==> src/rtl/mips_debug_pkg.sv <==
// Shared definitions for the MIPS debug controller: FSM states, UART command
// bytes, acknowledge code and the dump-section selector.
package mips_debug_pkg;

  typedef enum logic [3:0] {
    ST_IDLE,
    ST_LOAD_CNT,
    ST_LOAD_BYTE,
    ST_LOAD_WRITE,
    ST_RUN,
    ST_STEP,
    ST_DUMP_ADDR,
    ST_DUMP_LATCH,
    ST_DUMP_SEND,
    ST_DUMP_WAIT,
    ST_ACK_SEND,
    ST_ACK_WAIT
  } state_t;

  typedef enum logic [1:0] {
    SEC_PC,
    SEC_REG,
    SEC_MEM
  } section_t;

  localparam logic [7:0] CMD_LOAD = 8'h4C;  // 'L'
  localparam logic [7:0] CMD_RUN  = 8'h43;  // 'C'
  localparam logic [7:0] CMD_STEP = 8'h53;  // 'S'
  localparam logic [7:0] ACK_CODE = 8'h06;

endpackage

==> src/rtl/dbg_word_serializer.sv <==
// Latches one word and sends it over the UART byte handshake, LSB first.
// Ports:
//   clk, rst_n        clock, synchronous active-low reset
//   load              1-cycle strobe: capture word and start sending
//   single            with load: send only the low byte
//   word              word to send
//   tx_done           UART finished the byte in flight
//   tx_data/tx_start  byte and 1-cycle start strobe towards the UART
//   done              1-cycle strobe after the last byte has completed
module dbg_word_serializer #(
  parameter int unsigned NBITS = 32
) (
  input  logic             clk,
  input  logic             rst_n,
  input  logic             load,
  input  logic             single,
  input  logic [NBITS-1:0] word,
  input  logic             tx_done,
  output logic [7:0]       tx_data,
  output logic             tx_start,
  output logic             done
);

  logic [NBITS-1:0] word_q;
  logic [1:0]       byte_idx;
  logic             single_q;
  logic             active;
  logic             pending;
  logic             in_flight;

  // Issue a byte only when none is in flight; tx_done counts only while one is.
  always_ff @(posedge clk) begin
    if (!rst_n) begin
      word_q    <= '0;
      byte_idx  <= 2'd0;
      single_q  <= 1'b0;
      active    <= 1'b0;
      pending   <= 1'b0;
      in_flight <= 1'b0;
      tx_data   <= 8'd0;
      tx_start  <= 1'b0;
      done      <= 1'b0;
    end else begin
      tx_start <= 1'b0;
      done     <= 1'b0;
      if (load) begin
        word_q    <= word;
        byte_idx  <= 2'd0;
        single_q  <= single;
        active    <= 1'b1;
        pending   <= 1'b1;
        in_flight <= 1'b0;
      end else if (active) begin
        if (pending && !in_flight) begin
          tx_start  <= 1'b1;
          tx_data   <= word_q[{byte_idx, 3'b000} +: 8];
          in_flight <= 1'b1;
          pending   <= 1'b0;
        end else if (in_flight && tx_done) begin
          in_flight <= 1'b0;
          if (single_q || byte_idx == 2'd3) begin
            active <= 1'b0;
            done   <= 1'b1;
          end else begin
            byte_idx <= byte_idx + 2'd1;
            pending  <= 1'b1;
          end
        end
      end
    end
  end

endmodule

==> src/rtl/mips_debug_ctrl.sv <==
// UART debug/sequencing controller for the MIPS pipeline: loads instruction
// memory, runs or single-steps the core, then dumps PC, registers and data memory.
// Ports:
//   basys_clk, basys_reset       clock, synchronous active-low reset
//   rx_data/rx_valid             received UART byte
//   tx_data/tx_start/tx_done     UART transmit handshake
//   mips_halt, mips_pc           core status
//   mips_enable, mips_rst        pipeline clock-enable, core reset (active high)
//   imem_we/imem_addr/imem_wdata instruction-memory write port
//   dbg_reg_addr/dbg_reg_data    register-file debug read port
//   dbg_mem_addr/dbg_mem_data    data-memory debug read port
module mips_debug_ctrl
  import mips_debug_pkg::*;
#(
  parameter int unsigned NBITS      = 32,
  parameter int unsigned CELDAS_REG = 32,
  parameter int unsigned CELDAS_M   = 70,
  parameter int unsigned IMEM_AW    = 8,
  parameter int unsigned REGS       = 5,
  localparam int unsigned MEM_AW    = $clog2(CELDAS_M)
) (
  input  logic               basys_clk,
  input  logic               basys_reset,
  input  logic [7:0]         rx_data,
  input  logic               rx_valid,
  output logic [7:0]         tx_data,
  output logic               tx_start,
  input  logic               tx_done,
  input  logic               mips_halt,
  input  logic [NBITS-1:0]   mips_pc,
  output logic               mips_enable,
  output logic               mips_rst,
  output logic               imem_we,
  output logic [IMEM_AW-1:0] imem_addr,
  output logic [NBITS-1:0]   imem_wdata,
  output logic [REGS-1:0]    dbg_reg_addr,
  input  logic [NBITS-1:0]   dbg_reg_data,
  output logic [MEM_AW-1:0]  dbg_mem_addr,
  input  logic [NBITS-1:0]   dbg_mem_data
);

  state_t           state;
  section_t         sec;
  logic [7:0]       word_cnt;
  logic [1:0]       byte_idx;
  logic [NBITS-1:0] dump_word_c;
  logic [NBITS-1:0] ser_word_c;
  logic             ser_load_c;
  logic             ser_single_c;
  logic             ser_done;

  // Word currently addressed by the dump section.
  always_comb begin
    dump_word_c = mips_pc;
    case (sec)
      SEC_REG: dump_word_c = dbg_reg_data;
      SEC_MEM: dump_word_c = dbg_mem_data;
      default: dump_word_c = mips_pc;
    endcase
  end

  assign ser_load_c   = (state == ST_DUMP_LATCH) || (state == ST_ACK_SEND);
  assign ser_single_c = (state == ST_ACK_SEND);
  assign ser_word_c   = ser_single_c ? NBITS'(ACK_CODE) : dump_word_c;

  dbg_word_serializer #(.NBITS(NBITS)) u_ser (
    .clk      (basys_clk),
    .rst_n    (basys_reset),
    .load     (ser_load_c),
    .single   (ser_single_c),
    .word     (ser_word_c),
    .tx_done  (tx_done),
    .tx_data  (tx_data),
    .tx_start (tx_start),
    .done     (ser_done)
  );

  // Sequencer; enable and write strobes default low each cycle.
  always_ff @(posedge basys_clk) begin
    if (!basys_reset) begin
      state        <= ST_IDLE;
      sec          <= SEC_PC;
      word_cnt     <= 8'd0;
      byte_idx     <= 2'd0;
      mips_enable  <= 1'b0;
      mips_rst     <= 1'b1;
      imem_we      <= 1'b0;
      imem_addr    <= '0;
      imem_wdata   <= '0;
      dbg_reg_addr <= '0;
      dbg_mem_addr <= '0;
    end else begin
      mips_enable <= 1'b0;
      imem_we     <= 1'b0;
      case (state)
        ST_IDLE: begin
          if (rx_valid) begin
            case (rx_data)
              CMD_LOAD: begin
                mips_rst <= 1'b1;
                state    <= ST_LOAD_CNT;
              end
              CMD_RUN:  state <= ST_RUN;
              CMD_STEP: state <= ST_STEP;
              default:  state <= ST_IDLE;
            endcase
          end
        end
        ST_LOAD_CNT: begin
          if (rx_valid) begin
            word_cnt  <= rx_data;
            imem_addr <= '0;
            byte_idx  <= 2'd0;
            state     <= (rx_data == 8'd0) ? ST_ACK_SEND : ST_LOAD_BYTE;
          end
        end
        ST_LOAD_BYTE: begin
          if (rx_valid) begin
            imem_wdata[{byte_idx, 3'b000} +: 8] <= rx_data;
            byte_idx <= byte_idx + 2'd1;
            if (byte_idx == 2'd3) begin
              imem_we <= 1'b1;
              state   <= ST_LOAD_WRITE;
            end
          end
        end
        ST_LOAD_WRITE: begin
          // Address holds at the last word once the count is reached.
          if (imem_addr == IMEM_AW'(word_cnt - 8'd1)) begin
            state <= ST_ACK_SEND;
          end else begin
            imem_addr <= imem_addr + IMEM_AW'(1);
            state     <= ST_LOAD_BYTE;
          end
        end
        ST_RUN: begin
          if (mips_halt) begin
            sec          <= SEC_PC;
            dbg_reg_addr <= '0;
            dbg_mem_addr <= '0;
            state        <= ST_DUMP_ADDR;
          end else begin
            mips_enable <= 1'b1;
          end
        end
        ST_STEP: begin
          mips_enable  <= !mips_halt;
          sec          <= SEC_PC;
          dbg_reg_addr <= '0;
          dbg_mem_addr <= '0;
          state        <= ST_DUMP_ADDR;
        end
        ST_DUMP_ADDR:  state <= ST_DUMP_LATCH;
        ST_DUMP_LATCH: state <= ST_DUMP_SEND;
        ST_DUMP_SEND: begin
          if (ser_done) state <= ST_DUMP_WAIT;
        end
        ST_DUMP_WAIT: begin
          // Advance PC -> R0..Rn -> M0..Mn; indices stop at their last entry.
          state <= ST_DUMP_ADDR;
          case (sec)
            SEC_PC: sec <= SEC_REG;
            SEC_REG: begin
              if (dbg_reg_addr == REGS'(CELDAS_REG - 1)) sec <= SEC_MEM;
              else dbg_reg_addr <= dbg_reg_addr + REGS'(1);
            end
            default: begin
              if (dbg_mem_addr == MEM_AW'(CELDAS_M - 1)) state <= ST_IDLE;
              else dbg_mem_addr <= dbg_mem_addr + MEM_AW'(1);
            end
          endcase
        end
        ST_ACK_SEND: state <= ST_ACK_WAIT;
        ST_ACK_WAIT: begin
          // ACK only follows a load, so the core leaves reset here.
          if (ser_done) begin
            mips_rst <= 1'b0;
            state    <= ST_IDLE;
          end
        end
        default: state <= ST_IDLE;
      endcase
    end
  end

endmodule

==> config.mk <==
export PLATFORM = sky130hd
export DESIGN_NAME = mips_debug_ctrl
export DESIGN_NICKNAME = d
export VERILOG_FILES = /design/src/rtl/mips_debug_pkg.sv /design/src/rtl/dbg_word_serializer.sv /design/src/rtl/mips_debug_ctrl.sv
export SDC_FILE = /design/constraint.sdc
export NUM_CORES = 1
export LEC_CHECK = 0
export CAP_MARGIN = 10
export CORE_MARGIN = 10
export CORE_UTILIZATION = 53
export DETAILED_ROUTE_END_ITERATION = 8
export DONT_BUFFER_PORTS = 1
export PLACE_DENSITY_LB_ADDON = 0.15
export SYNTH_ARGS = -nofsm -noshare
export SYNTH_HDL_FRONTEND = slang
export SYNTH_SLANG_ARGS = --single-unit
==> constraint.sdc <==
create_clock -name basys_clk -period 2.7 [get_ports basys_clk]
set_input_delay 0.54 -clock basys_clk [delete_from_list [all_inputs] [get_ports basys_clk]]
set_output_delay 0.54 -clock basys_clk [all_outputs]
set_load 0.1 [all_outputs]
==> run_1/final_clocks.png <==
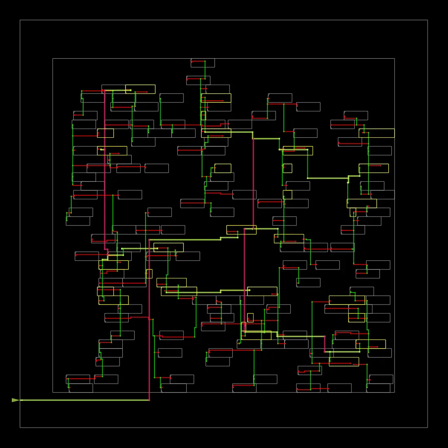
sequential cell count: 119
tally of clock buffers in the finished layout: 23
Num CTS Buffers: 17
clock network latency to the later pin of the worst-skew pair: 0.42 ns
power in the clock group: 2.32 mW

==> run_1/zoom.png <==
Region (85, 85) to (105, 105) µm. Cells in gray, sequential cells in the stronger gray; small squares are vias.
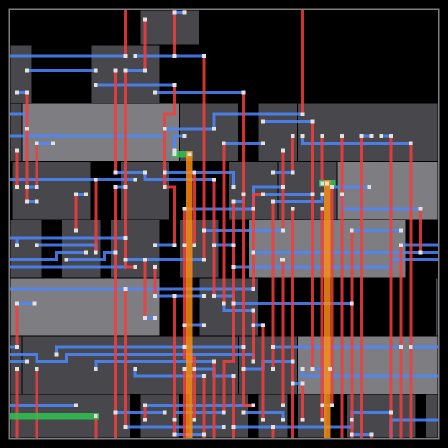
| layer | color |
|---|---|
| met2 | red |
| met4 | orange |
| met1 | blue |
| met3 | green |
netlist names of flops here include: `imem_addr` (5)
most frequent: dfxtp_1 (5), nand2_1 (3)
cells with their middle in the window: 27
sequential cells in the window: 5

==> run_1/met2.png <==
(3 px per µm)
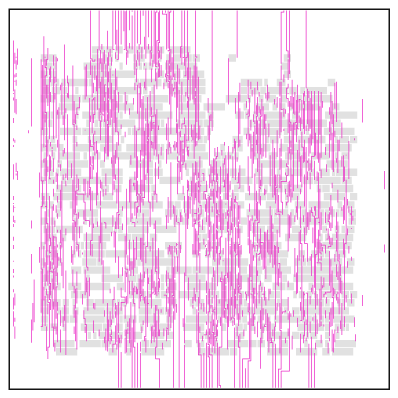
nets with wire on the layer: 770
main direction: vertical
wire length on this layer: 8660 µm

==> impl_table.tex, run 1 <==
% Generated from flow reports
\begin{tabular}{lr}
\hline
Metric & Value \\
\hline
\multicolumn{2}{l}{\textbf{Timing}} \\
\quad Worst slack on hold paths & 0.189 ns \\
\quad Worst slew margin relative to its limit & 0.356 \\
\quad Post-layout period usage & 0.877 \\
\quad Highest clock rate & 0.422 GHz \\
\quad Final setup viols & 0 \\
\quad Min Tclk post-route & 2.37 ns \\
\quad Setup repair after global routing missed its margin & false \\
\quad Actual slew at the worst max-slew pin & 0.964 ns \\
\quad Final setup margin & 0.332 ns \\
\quad Total Negative Setup Slacks & 0 ns \\
\quad Final hold viol count & 0 \\
\quad Clock tree skew after final layout & 0.00860 ns \\
\quad Max-slew violation total from the final report & 0 \\
\multicolumn{2}{l}{\textbf{Yosys}} \\
\quad Main area contributors & dfxtp\_1 40\%, nand2\_1 7.8\%, o21ai\_0 6.1\% \\
\quad Syn Std Cell Area & 5970 µm² \\
\quad Fraction of registers with async set/reset & 0 \\
\quad Library cell with the largest summed area after synthesis & dfxtp\_1 \\
\quad Count of distinct cell types in the synthesized netlist & 62 \\
\quad Cell with the most instances after synthesis & nand2\_1 \\
\quad Gate count of the mapped netlist & 730 \\
\quad Share of Yosys cell area claimed by the top area cell type & 0.399 \\
\quad Average cell area after synthesis & 8.18 µm² \\
\quad Post-synth net total & 855 \\
\quad Dominant Register Cell & dfxtp\_1 \\
\quad Number of warnings reported in the yosys synthesis log & 0 \\
\quad Proportion of synthesized chip area in sequential cells & 0.399 \\
\quad FF+latch count, synth & 119 \\
\quad Cell count in the Yosys report & 730 \\
\quad YS chip area & 5970 µm² \\
\multicolumn{2}{l}{\textbf{CTS}} \\
\quad Gates resized, CTS repair & 0 \\
\quad Post-CTS Hold Buffers & 0 \\
\quad CTS Buffer Depth & 2 \\
\quad Clock root buffer master & clkbuf\_16 \\
\quad Clock-pin slew on the worst setup and hold paths & 0.05 ns \\
\quad Sinks on Clock Net & 119 \\
\quad H-tree depth reported by CTS & 4 \\
\quad Clock tree from TritonCTS & built \\
\multicolumn{2}{l}{\textbf{Route}} \\
\quad WL met2 & 8.66 mm \\
\quad Via count & 5534 \\
\quad Violation tally from detailed-route iteration zero & 412 \\
\quad M1 WL & 6.92 mm \\
\quad Top layer used by detailed routing & met4 \\
\quad Routed length on met3 & 1.45 mm \\
\quad Routed len/inst & 18.5 µm \\
\quad Total wire length & 17.3 mm \\
\quad Detailed-route vias per instance & 5.93 \\
\quad Remaining design rule violation count & 0 \\
\quad Antenna-violating nets left & 0 \\
\multicolumn{2}{l}{\textbf{Setup path}} \\
\quad Cell depth of the worst flop-to-flop path & 8 \\
\quad Endpoint class of the critical path & register \\
\quad Startpoint type of the worst setup path & register \\
\quad Origin of the worst setup path & word\_cnt[0] \\
\quad Critical R2R Capture & imem\_addr[6] \\
\quad WS Path Type & register to register \\
\quad Critical Path Sink & imem\_addr[6] \\
\quad Worst Path Required & 3.04 ns \\
\quad Critical path data arrival time & 2.71 ns \\
\quad Worst reg2reg setup slack & 0.33 ns \\
\multicolumn{2}{l}{\textbf{Floorplanning}} \\
\quad Core area & 10900 µm² \\
\quad Placement Rows & 38 \\
\quad Overall die width & 126 µm \\
\quad Die footprint & 15900 µm² \\
\quad I/O pin count & 173 \\
\multicolumn{2}{l}{\textbf{GRT}} \\
\quad Antenna violations before repair & 0 \\
\quad M2 GR Usage & 0.359 \\
\quad Global routing's busiest layer & met2 \\
\quad Overall global routing resource usage & 0.209 \\
\quad Largest net degree at the start of global routing & 65 \\
\quad Global-route met3 utilization & 0.0826 \\
\quad First-pass GRT wire length & 27.5 mm \\
\multicolumn{2}{l}{\textbf{Layout}} \\
\quad Layout Nets & 907 \\
\quad Final standard cell utilization of the core & 0.656 \\
\quad Fillers & 950 \\
\quad Final cell count without fillers & 934 \\
\quad Count of inserted antenna diode cells & 0 \\
\quad Proportion of layout cells with a drive suffix above 1 & 0.171 \\
\multicolumn{2}{l}{\textbf{Placed design}} \\
\quad Number of instances in the placed design & 903 \\
\quad HPWL after DPL & 12.7 mm \\
\quad Placed standard-cell area & 6560 µm² \\
\quad Final weighted congestion in routability-driven placement & 0.849 \\
\quad Pre-CTS setup slack & 0.361 ns \\
\quad Input/output buffers & 0 \\
\multicolumn{2}{l}{\textbf{Job}} \\
\quad Total tool warning count & 34 \\
\quad Max-cap check violation count & 0 \\
\multicolumn{2}{l}{\textbf{Hold path}} \\
\quad Hold Path Stages & 1 \\
\quad Hold WC Path Type & input pin to register \\
\multicolumn{2}{l}{\textbf{Power}} \\
\quad Lkg Pwr & 2.72 nW \\
\quad Total Power & 4.14 mW \\
\multicolumn{2}{l}{\textbf{Outcome}} \\
\quad Run status & complete, no violations \\
\hline
\end{tabular}
## run 1: worst min-delay path by stage
stage                                 from               end  slack [ns]
final                            mips_halt       mips_enable        0.19
after floorplan           u_ser.word_q[16]  u_ser.word_q[16]        0.42
after detailed placement  u_ser.word_q[19]  u_ser.word_q[19]        0.44
after global placement    u_ser.word_q[19]  u_ser.word_q[19]        0.43
after CTS                        mips_halt       mips_enable        0.18
after global routing             mips_halt       mips_enable        0.19
## run 1: cell usage in the layout (no fill, tap or decap), types with 12 or more instances in the layout
master     count
o21ai_0       73
nand2_1      124
nand3_1       49
mux2i_1       21
nor2_1        50
a22oi_1       33
buf_4         79
dfxtp_1      118
inv_1         13
clkbuf_16     17
a21oi_1       49
ha_1          16
xor2_1        12
## run 1: layout make-up
class                           count  area [µm²]  area share
Multi-Input combinational cell    551        3360       0.468
Sequential cell                   119        2380       0.332
Inverter                           14        52.6     0.00733
Clock buffer                       23         488      0.0681
Clock inverter                      8         120      0.0168
Timing Repair Buffer               79         593      0.0827
Tap cell                          140         175      0.0244
## run 1: power breakdown
part           switching, mW  internal (mW)  leakage [nW]
registers            0.00210           1.76         0.959
clock network          0.778           1.54         0.295
logic                 0.0472         0.0203          1.47
total                  0.827           3.32          2.72
## run 1: critical path, cell delays in order (launching register included)
cell and delay (ns):
dfxtp_1 0.35, inv_1 0.07, ha_1 0.17, or3b_1 0.41
nor4_1 0.28, o2111ai_2 0.19, a2111oi_4 0.50, o21ai_0 0.17
a21oi_1 0.16
## run 1: logic make-up after synthesis
kind of cell               share of synthesized area
and+or+nand+nor                                0.233
buffers and inverters                         0.0396
xor gates and xnor gates                      0.0279
adders and majority gates                     0.0335
muxes                                         0.0673
DFF                                            0.399
AOI/OAI and AO/OA                              0.200
--- run 2 (diff from run 1) ---
--- a/config.mk
+++ b/config.mk
@@ -11,6 +11,7 @@
 export DETAILED_ROUTE_END_ITERATION = 8
 export DONT_BUFFER_PORTS = 1
 export PLACE_DENSITY_LB_ADDON = 0.15
+export SETUP_SLACK_MARGIN = 0.3
 export SYNTH_ARGS = -nofsm -noshare
 export SYNTH_HDL_FRONTEND = slang
 export SYNTH_SLANG_ARGS = --single-unit
==> run_2/port_nets.png <==
(3 px per µm)
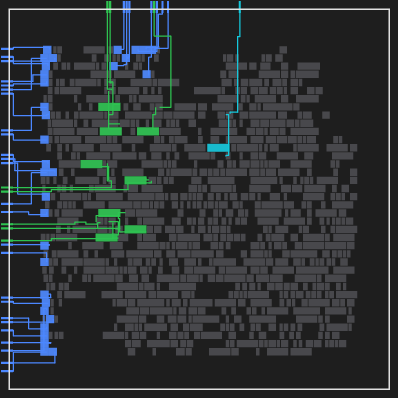
| port | color | bits | direction | edge | end cells | buffers | wire |
|---|---|---|---|---|---|---|---|
| `mips_rst` | cyan | 1 | output | top | 1 | 1 | 53.3 µm |
| `dbg_mem_data` | blue | 32 | input | 25 left, 7 top | 32 | 0 | 548 µm |
| `tx_data` | green | 8 | output | 5 left, 3 top | 8 | 8 | 389 µm |

==> run 2 against run 1 <==
Critical path depth did not move. Wire length fell by 1.7%. Synthesized cell count did not move. Cell count fell by 0.43%. Area after synthesis did not move. Register-to-register slack improved by 0.04 ns. Non-clock buffer count fell by 5. Via count fell by 0.83%. Clock skew rose by 0.0026 ns.
==> impl_table.tex, run 2 <==
% Generated from flow reports
\begin{tabular}{lr}
\hline
Metric & Value \\
\hline
\multicolumn{2}{l}{\textbf{Layout}} \\
\quad Proportion of layout cells with a drive suffix above 1 & 0.182 \\
\quad Layout area overhead & 19.2\% \\
\quad Most numerous logic cell after layout & nand2\_1 \\
\quad Count of inserted antenna diode cells & 0 \\
\quad Fillers & 951 \\
\quad Layout Nets & 902 \\
\quad Most instantiated logic cells after routing & 124 x nand2\_1, 108 x dfxtp\_1, 73 x o21ai\_0, 73 x buf\_4, 50 x nor2\_1 \\
\multicolumn{2}{l}{\textbf{Job}} \\
\quad Total tool warning count & 35 \\
\quad Max-cap check violation count & 0 \\
\multicolumn{2}{l}{\textbf{Timing}} \\
\quad Clock tree skew after final layout & 0.0112 ns \\
\quad Final hold viol count & 0 \\
\quad Post-layout period usage & 0.862 \\
\quad Min Tclk post-route & 2.33 ns \\
\quad Worst slew margin relative to its limit & 0.347 \\
\quad Final setup viols & 0 \\
\quad Actual slew at the worst max-slew pin & 0.978 ns \\
\quad Max-slew violation total from the final report & 0 \\
\quad Setup repair after global routing missed its margin & true \\
\quad Total Negative Setup Slacks & 0 ns \\
\quad Highest clock rate & 0.430 GHz \\
\multicolumn{2}{l}{\textbf{Power}} \\
\quad Power group with the largest share & clock \\
\quad Sequential-cell power consumption & 1.76 mW \\
\quad Combinational Power Share & 0.017 \\
\quad Share of power burned in the clock network & 0.542 \\
\quad Power in the clock group & 2.16 mW \\
\quad Internal power & 3.06 mW \\
\quad Power share of the sequential group & 0.442 \\
\quad PD cells & 560 nW/µm² \\
\quad Combinational Power & 0.0667 mW \\
\quad Switching power of the nets & 0.925 mW \\
\quad Sw Share & 0.232 \\
\quad Lkg Pwr & 2.68 nW \\
\multicolumn{2}{l}{\textbf{Yosys}} \\
\quad Fa+ha+maj area frac & 0.0335 \\
\quad Multiplexer fraction of the synthesized cell area & 0.0673 \\
\quad Gate count of the mapped netlist & 730 \\
\quad Main area contributors & dfxtp\_1 40\%, nand2\_1 7.8\%, o21ai\_0 6.1\% \\
\quad Main combinational cell family by area after synthesis & simple AND/OR/NAND/NOR gates \\
\quad Library cell with the largest summed area after synthesis & dfxtp\_1 \\
\quad Dominant Register Cell & dfxtp\_1 \\
\quad Cell count in the Yosys report & 730 \\
\quad Syn Std Cell Area & 5970 µm² \\
\quad AND-OR/OR-AND Cells, Area Fraction & 0.200 \\
\quad Cell with the most instances after synthesis & nand2\_1 \\
\quad FF+latch count, synth & 119 \\
\quad Number of warnings reported in the yosys synthesis log & 0 \\
\quad Synth Area in XOR/XNOR & 0.0279 \\
\quad Average cell area after synthesis & 8.18 µm² \\
\quad Share of Yosys cell area claimed by the top area cell type & 0.399 \\
\quad Post-synth net total & 855 \\
\quad Proportion of synthesized chip area in sequential cells & 0.399 \\
\quad Count of distinct cell types in the synthesized netlist & 62 \\
\quad Fraction of registers with async set/reset & 0 \\
\quad YS chip area & 5970 µm² \\
\quad Basic Gates by Area & 0.233 \\
\multicolumn{2}{l}{\textbf{CTS}} \\
\quad Clock tree from TritonCTS & built \\
\quad Clock network latency to the later pin of the worst-skew pair & 0.42 ns \\
\quad Sinks on Clock Net & 119 \\
\quad Post-CTS Hold Buffers & 0 \\
\quad H-tree depth reported by CTS & 4 \\
\quad CTS Buffer Depth & 2 \\
\quad Gates resized, CTS repair & 0 \\
\quad Number of post-CTS setup repair buffers & 0 \\
\quad Clock-pin slew on the worst setup and hold paths & 0.06 ns \\
\quad Clock root buffer master & clkbuf\_16 \\
\quad Num CTS Buffers & 17 \\
\multicolumn{2}{l}{\textbf{Route}} \\
\quad Via count & 5488 \\
\quad Remaining design rule violation count & 0 \\
\quad Detailed-route vias per instance & 5.90 \\
\quad Violation tally from detailed-route iteration zero & 381 \\
\quad Total wire length & 17.0 mm \\
\quad Antenna-violating nets left & 0 \\
\multicolumn{2}{l}{\textbf{Floorplanning}} \\
\quad Overall die width & 126 µm \\
\quad Core area & 10900 µm² \\
\quad Placement Rows & 38 \\
\quad I/O pin count & 173 \\
\quad Die footprint & 15900 µm² \\
\multicolumn{2}{l}{\textbf{Setup path}} \\
\quad Critical path, cell by cell & inv\_1, ha\_1, or3b\_1, o31a\_2, o2111ai\_2, a2111oi\_4, or4\_1, nand2\_1 \\
\quad Delay-heaviest family, CP & simple AND/OR/NAND/NOR gates \\
\quad Endpoint class of the critical path & register \\
\quad CP Buf/Inv Count & 1 \\
\quad Slowest stage cell, crit path & or4\_1 \\
\quad Critical path data arrival time & 2.68 ns \\
\quad Startpoint type of the worst setup path & register \\
\quad WS Path Type & register to register \\
\quad Worst Path Required & 3.05 ns \\
\quad Largest stage delay on the critical path & 0.51 ns \\
\multicolumn{2}{l}{\textbf{GRT}} \\
\quad Antenna violations before repair & 0 \\
\quad Overall global routing resource usage & 0.206 \\
\quad Largest net degree at the start of global routing & 48 \\
\quad First-pass GRT wire length & 27.2 mm \\
\multicolumn{2}{l}{\textbf{Placed design}} \\
\quad Final weighted congestion in routability-driven placement & 0.913 \\
\quad Input/output buffers & 0 \\
\quad Placed standard-cell area & 6550 µm² \\
\quad HPWL after DPL & 12.6 mm \\
\multicolumn{2}{l}{\textbf{Hold path}} \\
\quad Hold WC Path Type & input pin to register \\
\multicolumn{2}{l}{\textbf{Outcome}} \\
\quad Run status & complete, no violations \\
\hline
\end{tabular}
==> run_2/met2.png <==
(3 px per µm)
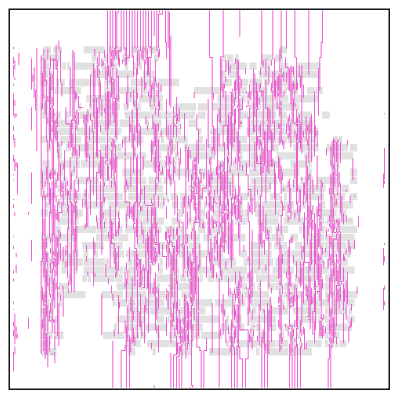
longest straight run: 46.6 µm
main direction: vertical
nets with wire on the layer: 759

run 2: cell count changes in the layout (fill, tap and decap cells not counted), sizes merged:
| cell | change |
|---|---|
| inv | +5 |
| clkinv | +2 |
| bufinv | -2 |
| buf | -5 |
| clkinvlp | +2 |
| clkbuf | -6 |
run 2: logic make-up (layout without fill, tap and decap cells):
family,count (synthesis),in the layout
simple gates,295,295
compound gates,191,191
flops,119,119
buf+inv,60,120
mux,30,30
xor+xnor,19,19
fa+ha+maj,16,16
run 2: metal layers:
layer / up-vias / track usage / part of all wire
li1: 2698 / - / -
met1: 2570 / 0.221 / 0.40
met2: 191 / 0.356 / 0.50
met3: 29 / 0.0805 / 0.079
met4: 0 / 0.0777 / 0.020
met5: - / 0 / 0
run 2: final timing paths:
kind | start | slack (ns) | cells past startpoint | end
min | mips_halt | 0.20 | 1 | mips_enable
max reg2reg | word_cnt[0] | 0.37 | 8 | imem_addr[5]
max | word_cnt[0] | 0.37 | 8 | imem_addr[5]
min reg2reg | u_ser.word_q[23] | 0.45 | 2 | u_ser.word_q[23]
run 2: cell type report:
cell class	instances	area, µm²	share of cell area
multi-input combinational	551	3360	0.471
tap	140	175	0.0246
clock buffer	17	425	0.0597
inverter	14	52.6	0.00738
clock inverter	15	146	0.0206
sequential	119	2400	0.336
timing repair buffer	74	568	0.0798
run 2: metrics by stage:
step / setup WS (ns) / hold slack, ns / total power, mW / std cells / util
after floorplan: 0.358 / 0.420 / 1.85 / 730 / -
after global placement: 0.432 / 0.431 / 1.86 / 898 / 0.599
after detailed placement: 0.334 / 0.445 / 1.87 / 898 / 0.599
after CTS: 0.313 / 0.184 / 4.01 / 930 / 0.651
after global routing: 0.240 / 0.188 / 4.09 / 930 / 0.651
final: 0.372 / 0.197 / 3.99 / 930 / 0.651
--- run 3 (diff from run 2) ---
--- a/config.mk
+++ b/config.mk
@@ -10,6 +10,7 @@
 export CORE_UTILIZATION = 53
 export DETAILED_ROUTE_END_ITERATION = 8
 export DONT_BUFFER_PORTS = 1
+export GPL_TIMING_DRIVEN = 0
 export PLACE_DENSITY_LB_ADDON = 0.15
 export SETUP_SLACK_MARGIN = 0.3
 export SYNTH_ARGS = -nofsm -noshare
==> constraint.sdc (replaced) <==
create_clock -name basys_clk -period 2 [get_ports basys_clk]
set_input_delay 0.4 -clock basys_clk [delete_from_list [all_inputs] [get_ports basys_clk]]
set_output_delay 0.4 -clock basys_clk [all_outputs]
set_load 0.1 [all_outputs]
==> run_3/port_nets.png <==
(3 px per µm)
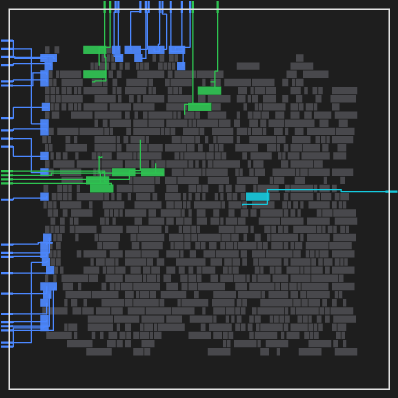
| port | color | bits | direction | edge | end cells | buffers | wire |
|---|---|---|---|---|---|---|---|
| `tx_data` | green | 8 | output | 4 top, 4 left | 8 | 0 | 316 µm |
| `mips_rst` | cyan | 1 | output | right | 1 | 0 | 54.0 µm |
| `dbg_mem_data` | blue | 32 | input | 22 left, 10 top | 32 | 0 | 575 µm |

==> run 3 against run 2 <==
The flow now finishes with violations (negative setup slack). Clock skew decreased by 0.0057 ns. Utilization increased by 5.8 points. Global-route usage grew 1.6 points. Wire length rose by 9.0%. Final area grew 8.9%. Via count increased by 3.9%. Worst hold slack worse by 0.15 ns. Critical path type unchanged. Critical endpoint is now imem_addr[1]. Largest cell class unchanged. Largest power group unchanged.
==> impl_table.tex, run 3 <==
% Generated from flow reports
\begin{tabular}{lr}
\hline
Metric & Value \\
\hline
\multicolumn{2}{l}{\textbf{Outcome}} \\
\quad Run status & finished, violations left \\
\quad Failing checks & negative setup slack \\
\multicolumn{2}{l}{\textbf{Layout}} \\
\quad Layout Nets & 902 \\
\quad Count of inserted antenna diode cells & 0 \\
\quad Non-CTS buffers & 74 \\
\quad Layout area overhead & 29.9\% \\
\quad Tally of clock buffers in the finished layout & 22 \\
\quad Final standard cell utilization of the core & 0.709 \\
\quad Sequential cell count & 119 \\
\quad Register share of the cell area & 0.323 \\
\quad Fraction of area in multi-input gates & 0.496 \\
\quad Proportion of layout cells with a drive suffix above 1 & 0.330 \\
\quad Fillers & 844 \\
\quad Most numerous logic cell after layout & nand2\_1 \\
\quad Count of inverters other than clock inverters in the layout & 14 \\
\quad Largest area class, layout & logic gates \\
\quad Logic area & 3850 µm² \\
\quad Final-layout non-clock buffer area share & 0.0806 \\
\multicolumn{2}{l}{\textbf{Job}} \\
\quad Max-cap check violation count & 0 \\
\quad Total tool warning count & 37 \\
\multicolumn{2}{l}{\textbf{GRT}} \\
\quad Global-route met3 utilization & 0.0961 \\
\quad Largest net degree at the start of global routing & 17 \\
\quad First-pass GRT wire length & 29.2 mm \\
\quad Global routing's busiest layer & met2 \\
\quad Met1 track demand over resource & 0.243 \\
\quad Antenna violations before repair & 0 \\
\quad Overall global routing resource usage & 0.221 \\
\quad M2 GR Usage & 0.373 \\
\multicolumn{2}{l}{\textbf{Yosys}} \\
\quad Main combinational cell family by area after synthesis & simple AND/OR/NAND/NOR gates \\
\quad FF+latch count, synth & 119 \\
\quad Synth Area in XOR/XNOR & 0.0279 \\
\quad Post-synth net total & 855 \\
\quad Main area contributors & dfxtp\_1 40\%, nand2\_1 7.8\%, o21ai\_0 6.1\% \\
\quad Basic Gates by Area & 0.233 \\
\quad Fa+ha+maj area frac & 0.0335 \\
\quad Fraction of registers with async set/reset & 0 \\
\quad Multiplexer fraction of the synthesized cell area & 0.0673 \\
\quad Proportion of synthesized chip area in sequential cells & 0.399 \\
\quad Average cell area after synthesis & 8.18 µm² \\
\quad YS chip area & 5970 µm² \\
\quad Dominant Register Cell & dfxtp\_1 \\
\quad Share of Yosys cell area claimed by the top area cell type & 0.399 \\
\quad Library cell with the largest summed area after synthesis & dfxtp\_1 \\
\quad Cell with the most instances after synthesis & nand2\_1 \\
\quad Count of distinct cell types in the synthesized netlist & 62 \\
\quad Gate count of the mapped netlist & 730 \\
\quad Number of warnings reported in the yosys synthesis log & 0 \\
\quad Cell count in the Yosys report & 730 \\
\multicolumn{2}{l}{\textbf{Route}} \\
\quad Violation tally from detailed-route iteration zero & 367 \\
\quad Total wire length & 18.6 mm \\
\quad Remaining design rule violation count & 0 \\
\quad Detailed-route vias per instance & 6.14 \\
\quad Routed len/inst & 20.0 µm \\
\quad Antenna-violating nets left & 0 \\
\quad Via count & 5704 \\
\multicolumn{2}{l}{\textbf{Timing}} \\
\quad Final setup viols & 14 \\
\quad Highest clock rate & 0.458 GHz \\
\quad Max-slew violation total from the final report & 0 \\
\quad Min Tclk post-route & 2.18 ns \\
\quad Final setup margin & -0.183 ns \\
\quad Post-layout period usage & 1.09 \\
\quad Actual slew at the worst max-slew pin & 0.770 ns \\
\quad Worst slew margin relative to its limit & 0.485 \\
\quad Clock tree skew after final layout & 0.00547 ns \\
\quad Setup repair after global routing missed its margin & true \\
\quad Worst slack on hold paths & 0.0460 ns \\
\multicolumn{2}{l}{\textbf{CTS}} \\
\quad Clock root buffer master & clkbuf\_16 \\
\quad Clock tree from TritonCTS & built \\
\quad CTS Buffer Depth & 2 \\
\quad Sinks on Clock Net & 119 \\
\quad Clock-pin slew on the worst setup and hold paths & 0.06 ns \\
\quad Num CTS Buffers & 17 \\
\quad Number of post-CTS setup repair buffers & 14 \\
\quad Gates resized, CTS repair & 138 \\
\quad Post-CTS Hold Buffers & 0 \\
\multicolumn{2}{l}{\textbf{Setup path}} \\
\quad Worst Path Required & 2.28 ns \\
\quad Endpoint class of the critical path & register \\
\quad Largest stage delay on the critical path & 0.56 ns \\
\quad Critical path, cell by cell & or4\_4, and4bb\_2, a311oi\_4, a2111oi\_4, buf\_4, o31ai\_1 \\
\quad Critical path data arrival time & 2.46 ns \\
\quad Startpoint type of the worst setup path & register \\
\quad WS Path Type & register to register \\
\multicolumn{2}{l}{\textbf{Placed design}} \\
\quad Input/output buffers & 0 \\
\quad Placed standard-cell area & 6380 µm² \\
\multicolumn{2}{l}{\textbf{Floorplanning}} \\
\quad Die footprint & 15900 µm² \\
\quad Core area & 10900 µm² \\
\quad Overall die width & 126 µm \\
\quad I/O pin count & 173 \\
\quad Placement Rows & 38 \\
\quad Well tap count & 140 \\
\multicolumn{2}{l}{\textbf{Hold path}} \\
\quad Hold WC Path Type & input pin to register \\
\multicolumn{2}{l}{\textbf{Power}} \\
\quad Total Power & 5.30 mW \\
\quad Lkg Pwr & 2.78 nW \\
\hline
\end{tabular}
==> run_3/metal_stack.png <==
(4 px per µm) Only two layers are drawn.
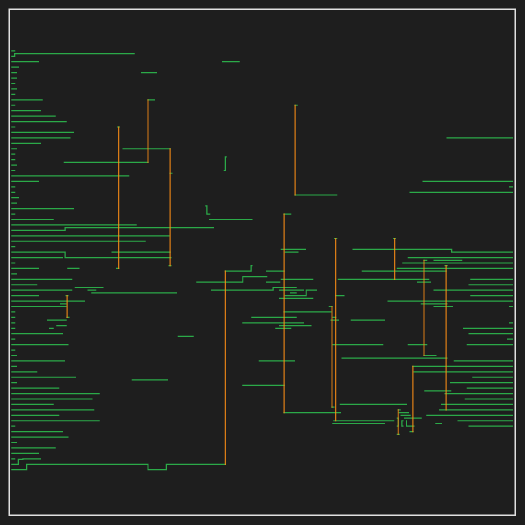
| layer | color | wire length |
|---|---|---|
| met3 | green | 1820 µm |
| met4 | orange | 369 µm |

[run 3: cell types whose count changed in the layout (fill, tap and decap cells not counted), sizes merged]
| cell | previous run | this run |
|---|---|---|
| buf | 74 | 51 |
| clkbuf | 17 | 45 |
| inv | 19 | 15 |
| clkinvlp | 4 | 2 |
[run 3: logic make-up after synthesis]
kind of cell,Yosys count
mux,30
compound gates,191
xor+xnor,19
simple gates,295
buf+inv,60
fa+ha+maj,16
flops,119
[run 3: per-stage QoR]
stage / setup slack, ns / TNS [ns] / instances
2_1_floorplan: -0.107 / -0.627 / 730
3_3_place_gp: -0.257 / -8.21 / 870
3_5_place_dp: -0.246 / -8.18 / 870
4_1_cts: -0.184 / -1.20 / 916
5_1_grt: -0.263 / -2.52 / 929
6_report: -0.183 / -1.30 / 929
[run 3: worst paths after layout]
check	startpoint	endpoint	slack (ns)	cells after the start
max	word_cnt[1]	imem_addr[1]	-0.18	6
min reg2reg	u_ser.word_q[0]	u_ser.word_q[0]	0.45	2
min	mips_halt	mips_enable	0.05	1
max reg2reg	word_cnt[1]	imem_addr[1]	-0.18	6
[run 3: power by group]
| group | leakage (nW) | switching, mW | internal [mW] |
|---|---|---|---|
| sequential | 0.999 | 0.00332 | 2.36 |
| clock | 0.270 | 1.05 | 1.75 |
| combinational | 1.51 | 0.0852 | 0.0509 |
[run 3: critical path: cells and delay by family, from the launching register on]
| kind | cells | cell delay (ns) |
|---|---|---|
| AOI/OAI and AO/OA | 3 | 0.63 |
| buffers and inverters | 1 | 0.19 |
| and+or+nand+nor | 2 | 0.90 |
| DFF | 1 | 0.33 |
[run 3: metal layers]
metal,wire (µm),vias to the layer above
met5,0,-
met4,369,0
met3,1820,36
met2,9120,259
met1,7240,2702
li1,-,2707
Power figures rest on the tool's default switching activity, not on a simulated workload.
